Local utilization:
The die is cut into 24 by 24 equal tiles; dark blue is low, red is high, 0 to 100% covered.
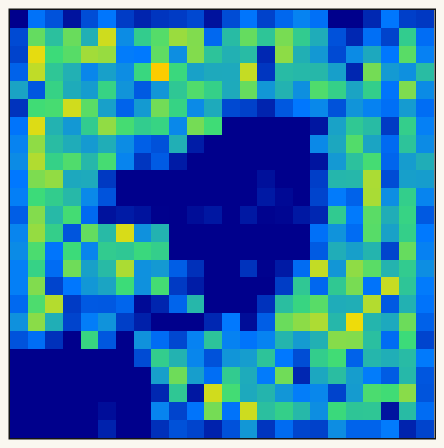
Logic cells by family:
The bar under the picture is 50 um long.
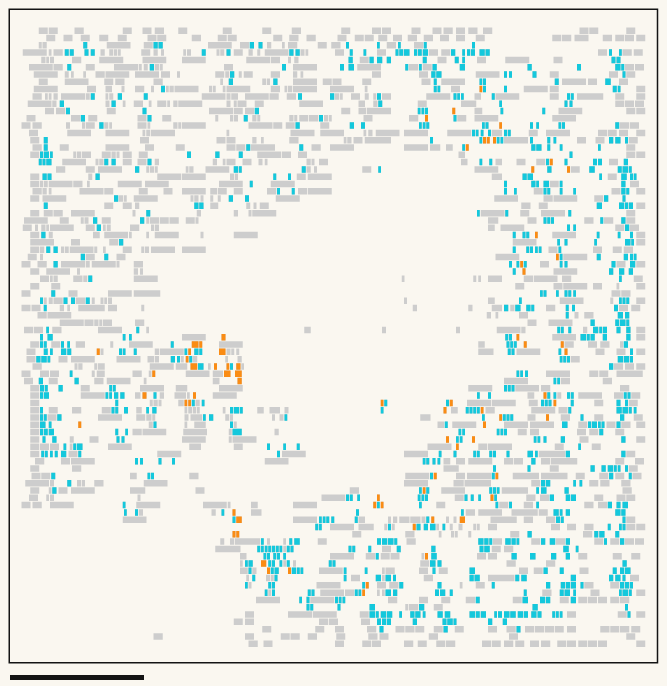
Congestion heat map:
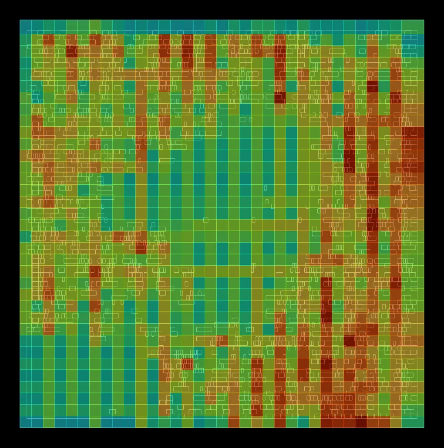
**src/rtl/adj_rr_scheduler.sv**
```systemverilog
// Round-robin front end for a shared multi-cycle posit normalization engine:
// arbitrates requesters, launches the engine, bypasses zeros, and watchdogs hangs.
module adj_rr_scheduler #(
  parameter int unsigned NREQ    = 4,
  parameter int unsigned TIMEOUT = 80
) (
  input  logic                       clk,
  input  logic                       rst_n,
  input  logic [NREQ-1:0]            req_valid,
  output logic [NREQ-1:0]            req_ready,
  input  logic [NREQ*10-1:0]         req_scale,
  input  logic [NREQ*64-1:0]         req_mant,
  output logic                       eng_start,
  output logic [9:0]                 eng_scale_in,
  output logic [63:0]                eng_mant_prod,
  output logic                       eng_rst_n,
  input  logic                       eng_done,
  input  logic [9:0]                 eng_scale_out,
  input  logic [63:0]                eng_mant_adj,
  input  logic [63:0]                eng_shift_amt,
  output logic                       rsp_valid,
  input  logic                       rsp_ready,
  output logic [$clog2(NREQ)-1:0]    rsp_id,
  output logic [9:0]                 rsp_scale,
  output logic [63:0]                rsp_mant,
  output logic [6:0]                 rsp_shift,
  output logic                       rsp_zero,
  output logic                       rsp_timeout
);

  localparam int unsigned IDW = $clog2(NREQ);
  localparam int unsigned SW  = IDW + 1;
  localparam int unsigned WDW = $clog2(TIMEOUT);
  localparam int unsigned SCW = 10;
  localparam int unsigned MW  = 64;
  localparam int unsigned SHW = 7;

  typedef enum logic [1:0] {S_IDLE, S_LAUNCH, S_WAIT, S_RESP} state_e;

  state_e           state_q;
  logic [IDW-1:0]   last_grant_q;
  logic [IDW-1:0]   id_q;
  logic [WDW-1:0]   wdog_q;
  logic             eng_start_q;
  logic [SCW-1:0]   eng_scale_q;
  logic [MW-1:0]    eng_mant_q;
  logic             kill_q;
  logic             rsp_valid_q;
  logic [IDW-1:0]   rsp_id_q;
  logic [SCW-1:0]   rsp_scale_q;
  logic [MW-1:0]    rsp_mant_q;
  logic [SHW-1:0]   rsp_shift_q;
  logic             rsp_zero_q;
  logic             rsp_timeout_q;

  logic             found_c;
  logic [IDW-1:0]   gid_c;
  logic [SW-1:0]    idx_c;
  logic [SCW-1:0]   sel_scale_c;
  logic [MW-1:0]    sel_mant_c;
  logic             unused_shift_hi;

  // First valid requester after last_grant, wrapping; smallest offset wins.
  always_comb begin
    found_c = 1'b0;
    gid_c   = '0;
    idx_c   = '0;
    for (int off = int'(NREQ); off >= 1; off--) begin
      idx_c = {1'b0, last_grant_q} + SW'(off);
      if (idx_c >= SW'(NREQ)) idx_c = idx_c - SW'(NREQ);
      if (req_valid[idx_c[IDW-1:0]]) begin
        found_c = 1'b1;
        gid_c   = idx_c[IDW-1:0];
      end
    end
  end

  always_comb begin
    sel_scale_c = '0;
    sel_mant_c  = '0;
    for (int i = 0; i < int'(NREQ); i++) begin
      if (IDW'(i) == gid_c) begin
        sel_scale_c = req_scale[i*SCW +: SCW];
        sel_mant_c  = req_mant[i*MW +: MW];
      end
    end
  end

  assign req_ready = (state_q == S_IDLE && found_c) ? (NREQ'(1) << gid_c) : '0;

  always_ff @(posedge clk or negedge rst_n) begin
    if (!rst_n) begin
      state_q       <= S_IDLE;
      last_grant_q  <= IDW'(NREQ - 1);
      id_q          <= '0;
      wdog_q        <= '0;
      eng_start_q   <= 1'b0;
      eng_scale_q   <= '0;
      eng_mant_q    <= '0;
      kill_q        <= 1'b0;
      rsp_valid_q   <= 1'b0;
      rsp_id_q      <= '0;
      rsp_scale_q   <= '0;
      rsp_mant_q    <= '0;
      rsp_shift_q   <= '0;
      rsp_zero_q    <= 1'b0;
      rsp_timeout_q <= 1'b0;
    end else begin
      eng_start_q <= 1'b0;
      kill_q      <= 1'b0;
      case (state_q)
        S_IDLE: begin
          if (found_c) begin
            last_grant_q <= gid_c;
            id_q         <= gid_c;
            if (sel_mant_c == '0) begin
              // Engine cannot normalize zero; answer directly.
              rsp_valid_q <= 1'b1;
              rsp_zero_q  <= 1'b1;
              rsp_id_q    <= gid_c;
              state_q     <= S_RESP;
            end else begin
              eng_scale_q <= sel_scale_c;
              eng_mant_q  <= sel_mant_c;
              eng_start_q <= 1'b1;
              state_q     <= S_LAUNCH;
            end
          end
        end
        S_LAUNCH: begin
          wdog_q  <= '0;
          state_q <= S_WAIT;
        end
        S_WAIT: begin
          wdog_q <= wdog_q + WDW'(1);
          if (eng_done) begin
            rsp_valid_q <= 1'b1;
            rsp_id_q    <= id_q;
            rsp_scale_q <= eng_scale_out;
            rsp_mant_q  <= eng_mant_adj;
            rsp_shift_q <= eng_shift_amt[SHW-1:0];
            state_q     <= S_RESP;
          end else if (wdog_q == WDW'(TIMEOUT - 1)) begin
            // Hung engine: report, and reset it for one cycle.
            rsp_valid_q   <= 1'b1;
            rsp_id_q      <= id_q;
            rsp_timeout_q <= 1'b1;
            kill_q        <= 1'b1;
            state_q       <= S_RESP;
          end
        end
        S_RESP: begin
          if (rsp_ready) begin
            rsp_valid_q   <= 1'b0;
            rsp_id_q      <= '0;
            rsp_scale_q   <= '0;
            rsp_mant_q    <= '0;
            rsp_shift_q   <= '0;
            rsp_zero_q    <= 1'b0;
            rsp_timeout_q <= 1'b0;
            state_q       <= S_IDLE;
          end
        end
        default: state_q <= S_IDLE;
      endcase
    end
  end

  assign eng_start       = eng_start_q;
  assign eng_scale_in    = eng_scale_q;
  assign eng_mant_prod   = eng_mant_q;
  assign eng_rst_n       = rst_n & ~kill_q;
  assign rsp_valid       = rsp_valid_q;
  assign rsp_id          = rsp_id_q;
  assign rsp_scale       = rsp_scale_q;
  assign rsp_mant        = rsp_mant_q;
  assign rsp_shift       = rsp_shift_q;
  assign rsp_zero        = rsp_zero_q;
  assign rsp_timeout     = rsp_timeout_q;
  assign unused_shift_hi = ^eng_shift_amt[63:SHW];

endmodule

```
**config.mk**
```make
export PLATFORM = sky130hd
export DESIGN_NAME = adj_rr_scheduler
export DESIGN_NICKNAME = d
export VERILOG_FILES = /design/src/rtl/adj_rr_scheduler.sv
export SDC_FILE = /design/constraint.sdc
export NUM_CORES = 1
export LEC_CHECK = 0
export ABC_AREA = 1
export CAP_MARGIN = 25
export CORE_AREA = 4 4 237 239
export CTS_BUF_LIST = sky130_fd_sc_hd__clkbuf_4
export DETAILED_ROUTE_END_ITERATION = 12
export DIE_AREA = 0 0 241 243
export GPL_TIMING_DRIVEN = 0
export PLACE_DENSITY = 0.45
export SETUP_SLACK_MARGIN = 0.1
export SLEW_MARGIN = 20
export SYNTH_ARGS = -nofsm -noshare
export SYNTH_HDL_FRONTEND = slang
export SYNTH_SLANG_ARGS = --single-unit
```
**constraint.sdc**
```tcl
create_clock -name clk -period 6.5 [get_ports clk]
set_input_delay 0.65 -clock clk [delete_from_list [all_inputs] [get_ports clk]]
set_output_delay 0.65 -clock clk [all_outputs]
set_load 0.1 [all_outputs]
```
==> results_dict.tcl <==
# yosys + openroad results
set metrics [dict create \
    worst_hold_path_type "in -> async" \
    antenna_left 0 \
    mappedNetlistNets 1775 \
    num-nets-final 2359 \
    wire_per_inst_um 22.79 \
    firstDrtPassIters 6 \
    syn_to_final_growth_pct 73.94 \
    report.final.hold_viol_count 0 \
    drt_wl_total_um 59770 \
    setup_tns_ns 0 \
    yosys_cells 1327 \
    timing.max_cap.violations 0 \
    total_overflow_reported_by_the_global_router 0 \
    openroad.warnings 88 \
    worst_hold_slack_ns 0.3497 \
    top_cells_by_area "sky130_fd_sc_hd__dfrtp_1 45%, sky130_fd_sc_hd__nand2_1 17%, sky130_fd_sc_hd__nand3_1 12%" \
    groute.layer.met2.usage 0.3313 \
    clock_insertion_delay_worst_skew_ns 0.74 \
    clock-skew-final_ns 0.03687 \
    worstSetupEndpointType "output port" \
    timing.fmax_mhz 183.2 \
    critPathLaunchType "register" \
    grt_pass1_wl_um 83680 \
    synth_area_leader_cell "sky130_fd_sc_hd__dfrtp_1" \
    post_synth_inst_count 1327 \
    finalSetupViolations 0 \
    grt_start_max_net_pins 87 \
    enable_flop_cells 0 \
    die.size.x_um 241 \
    cts.sink_count 175 \
    via_per_inst 4.453 \
    postSynthAreaPerCell_sq_um 7.225 \
    detailedRoute.firstIterationViolations 620 \
    grt_setup_unrepaired "no" \
    cts.reportedPaths.clkPinSlew_ns 0.19 \
    grt_antenna_before_repair 7 \
    cts_buffer_depth 2 \
    post_route_cells_drive_above_1_share 0.04938 \
    crit_fanout 19 \
    worst_slew_pin_tran_ns 1.112 \
    postSynthSeqShare 0.4570 \
    yosys_area_sq_mm 0.009588 \
    yosys.cell_types.count 27 \
    ctsRootBufferMaster "sky130_fd_sc_hd__clkbuf_4" \
    route.detailed.drc 0 \
    ys_async_sr_fraction 1.000 \
    synth_top_flop_cell "sky130_fd_sc_hd__dfrtp_1" \
    vias 11680 \
    most_common_library_cells_after_synthesis "436 x sky130_fd_sc_hd__nand2_1, 229 x sky130_fd_sc_hd__nand3_1, 173 x sky130_fd_sc_hd__dfrtp_1, 108 x sky130_fd_sc_hd__inv_1, 96 x sky130_fd_sc_hd__nand4_1" \
    syn-cell-area_sq_mm 0.009588 \
    ctsHoldBuffers 1 \
    ys_seq_elements 175 \
    dpl.hpwl_um 48460 \
    timing.final.crit_period_ns 5.458 \
    run_status "finished clean" \
    place.gp.congestion 0.8929 \
    grt_use_met3 0.06947 \
    post-route-period-util 0.8397 \
    floorplan.rows 85 \
    num_io_pins 608 \
]
-- 'local utilization' (at the start) --
The emptiest ninth of the die: centre. The mean over all tiles is 27%. 20% of the tiles are nearly empty. The fullest tile reaches 77%.

-- 'logic cells by family' (at the start) --
Cyan shows NAND gates, cells 764, most used nand2_1, where widely spread. Orange shows NOR gates, cells 71, most used nor2_1.

-- 'congestion heat map' (at the start) --
layer with the highest usage after global routing: met2
global router's overall resource usage: 0.1979
GRT met1 Usage: 0.2299

cell type report:
| cell class | count | area [sq um] |
|---|---|---|
| Fill cell | 5793 | 37140 |
| Buffer | 93 | 470.5 |
| Antenna cell | 2 | 5.005 |
| Timing Repair Buffer | 566 | 5921 |
| Inverter | 113 | 424.2 |
| Clock buffer | 17 | 127.6 |
| Clock inverter | 15 | 168.9 |
| Sequential cell | 175 | 4382 |
| Tap cell | 696 | 870.8 |
| Multi-Input combinational cell | 945 | 4308 |
cell families after synthesis:
logic type / synth area share
AND-OR/OR-AND: 0.05455
adder cells (fa/ha/maj): 0.007830
buffers and inverters: 0.09370
flip-flops: 0.4570
AND/OR/NAND/NOR: 0.3869
registers in the layout, indices dropped and copies added (netlist names), 2 cells and up:
name,count
eng_mant_prod,64
eng_scale_in,10
id_q,2
last_grant_q,2
rsp_id,2
rsp_mant,64
rsp_scale,10
rsp_shift,7
state_q,2
wdog_q,7
final timing paths:
check / from / slack (ns) / endpoint / depth (start not counted)
max reg2reg: last_grant_q[0] / 1.88 / eng_mant_prod[61] / 23
min in group clk: eng_mant_adj[28] / 0.46 / rsp_mant[28] / 3
min reg2reg: eng_scale_in[5] / 0.50 / eng_scale_in[5] / 2
max: last_grant_q[0] / 1.04 / req_ready[1] / 14
min: rst_n / 0.35 / eng_mant_prod[31] / 2
max in group asynchronous: rst_n / 5.31 / state_q[1] / 3
cells in the final DEF, fill, tap and decap left out, drive strengths merged:
cell type,n
clkdlybuf4s50,549
dfstp,2
o21ai,96
or2,1
nand2,438
dfrtp,173
buf,55
o22ai,2
clkbuf,71
inv,119
dlygate4sd3,1
nor3b,5
clkinv,9
diode,2
nand4,96
nor4,2
nor2,60
a21oi,4
nor3,4
a31oi,1
ha,6
nand3,230
critical path: stages (launching register included):
cell	delay, ns
sky130_fd_sc_hd__dfstp_2	0.59
sky130_fd_sc_hd__buf_4	0.16
sky130_fd_sc_hd__nand2_1	0.07
sky130_fd_sc_hd__o21ai_2	0.09
sky130_fd_sc_hd__nand2_1	0.09
sky130_fd_sc_hd__nand2_1	0.07
sky130_fd_sc_hd__nand2_1	0.06
sky130_fd_sc_hd__nand2_1	0.05
sky130_fd_sc_hd__nand2_1	0.11
sky130_fd_sc_hd__nand2_2	0.23
sky130_fd_sc_hd__buf_6	0.30
sky130_fd_sc_hd__clkbuf_1	0.54
sky130_fd_sc_hd__nand2_1	0.30
sky130_fd_sc_hd__nor2_1	0.22
sky130_fd_sc_hd__clkdlybuf4s50_1	1.16
per-layer routing:
layer  vias to the layer above  share of wire  routed length, um
met1                      5571           0.40              23700
met4                        10          0.037               2229
met2                       473           0.48              28520
met3                        88          0.088               5236
li1                       5535              -                  -
met5                         -         0.0013                 76
through the flow:
step | std cells | area [sq um]
finish | 2622 | 16680
global route | 2622 | 16680
CTS | 2620 | 16670
detailed placement | 2588 | 16370
global placement | 2573 | 15960
floorplan | 1327 | 9588
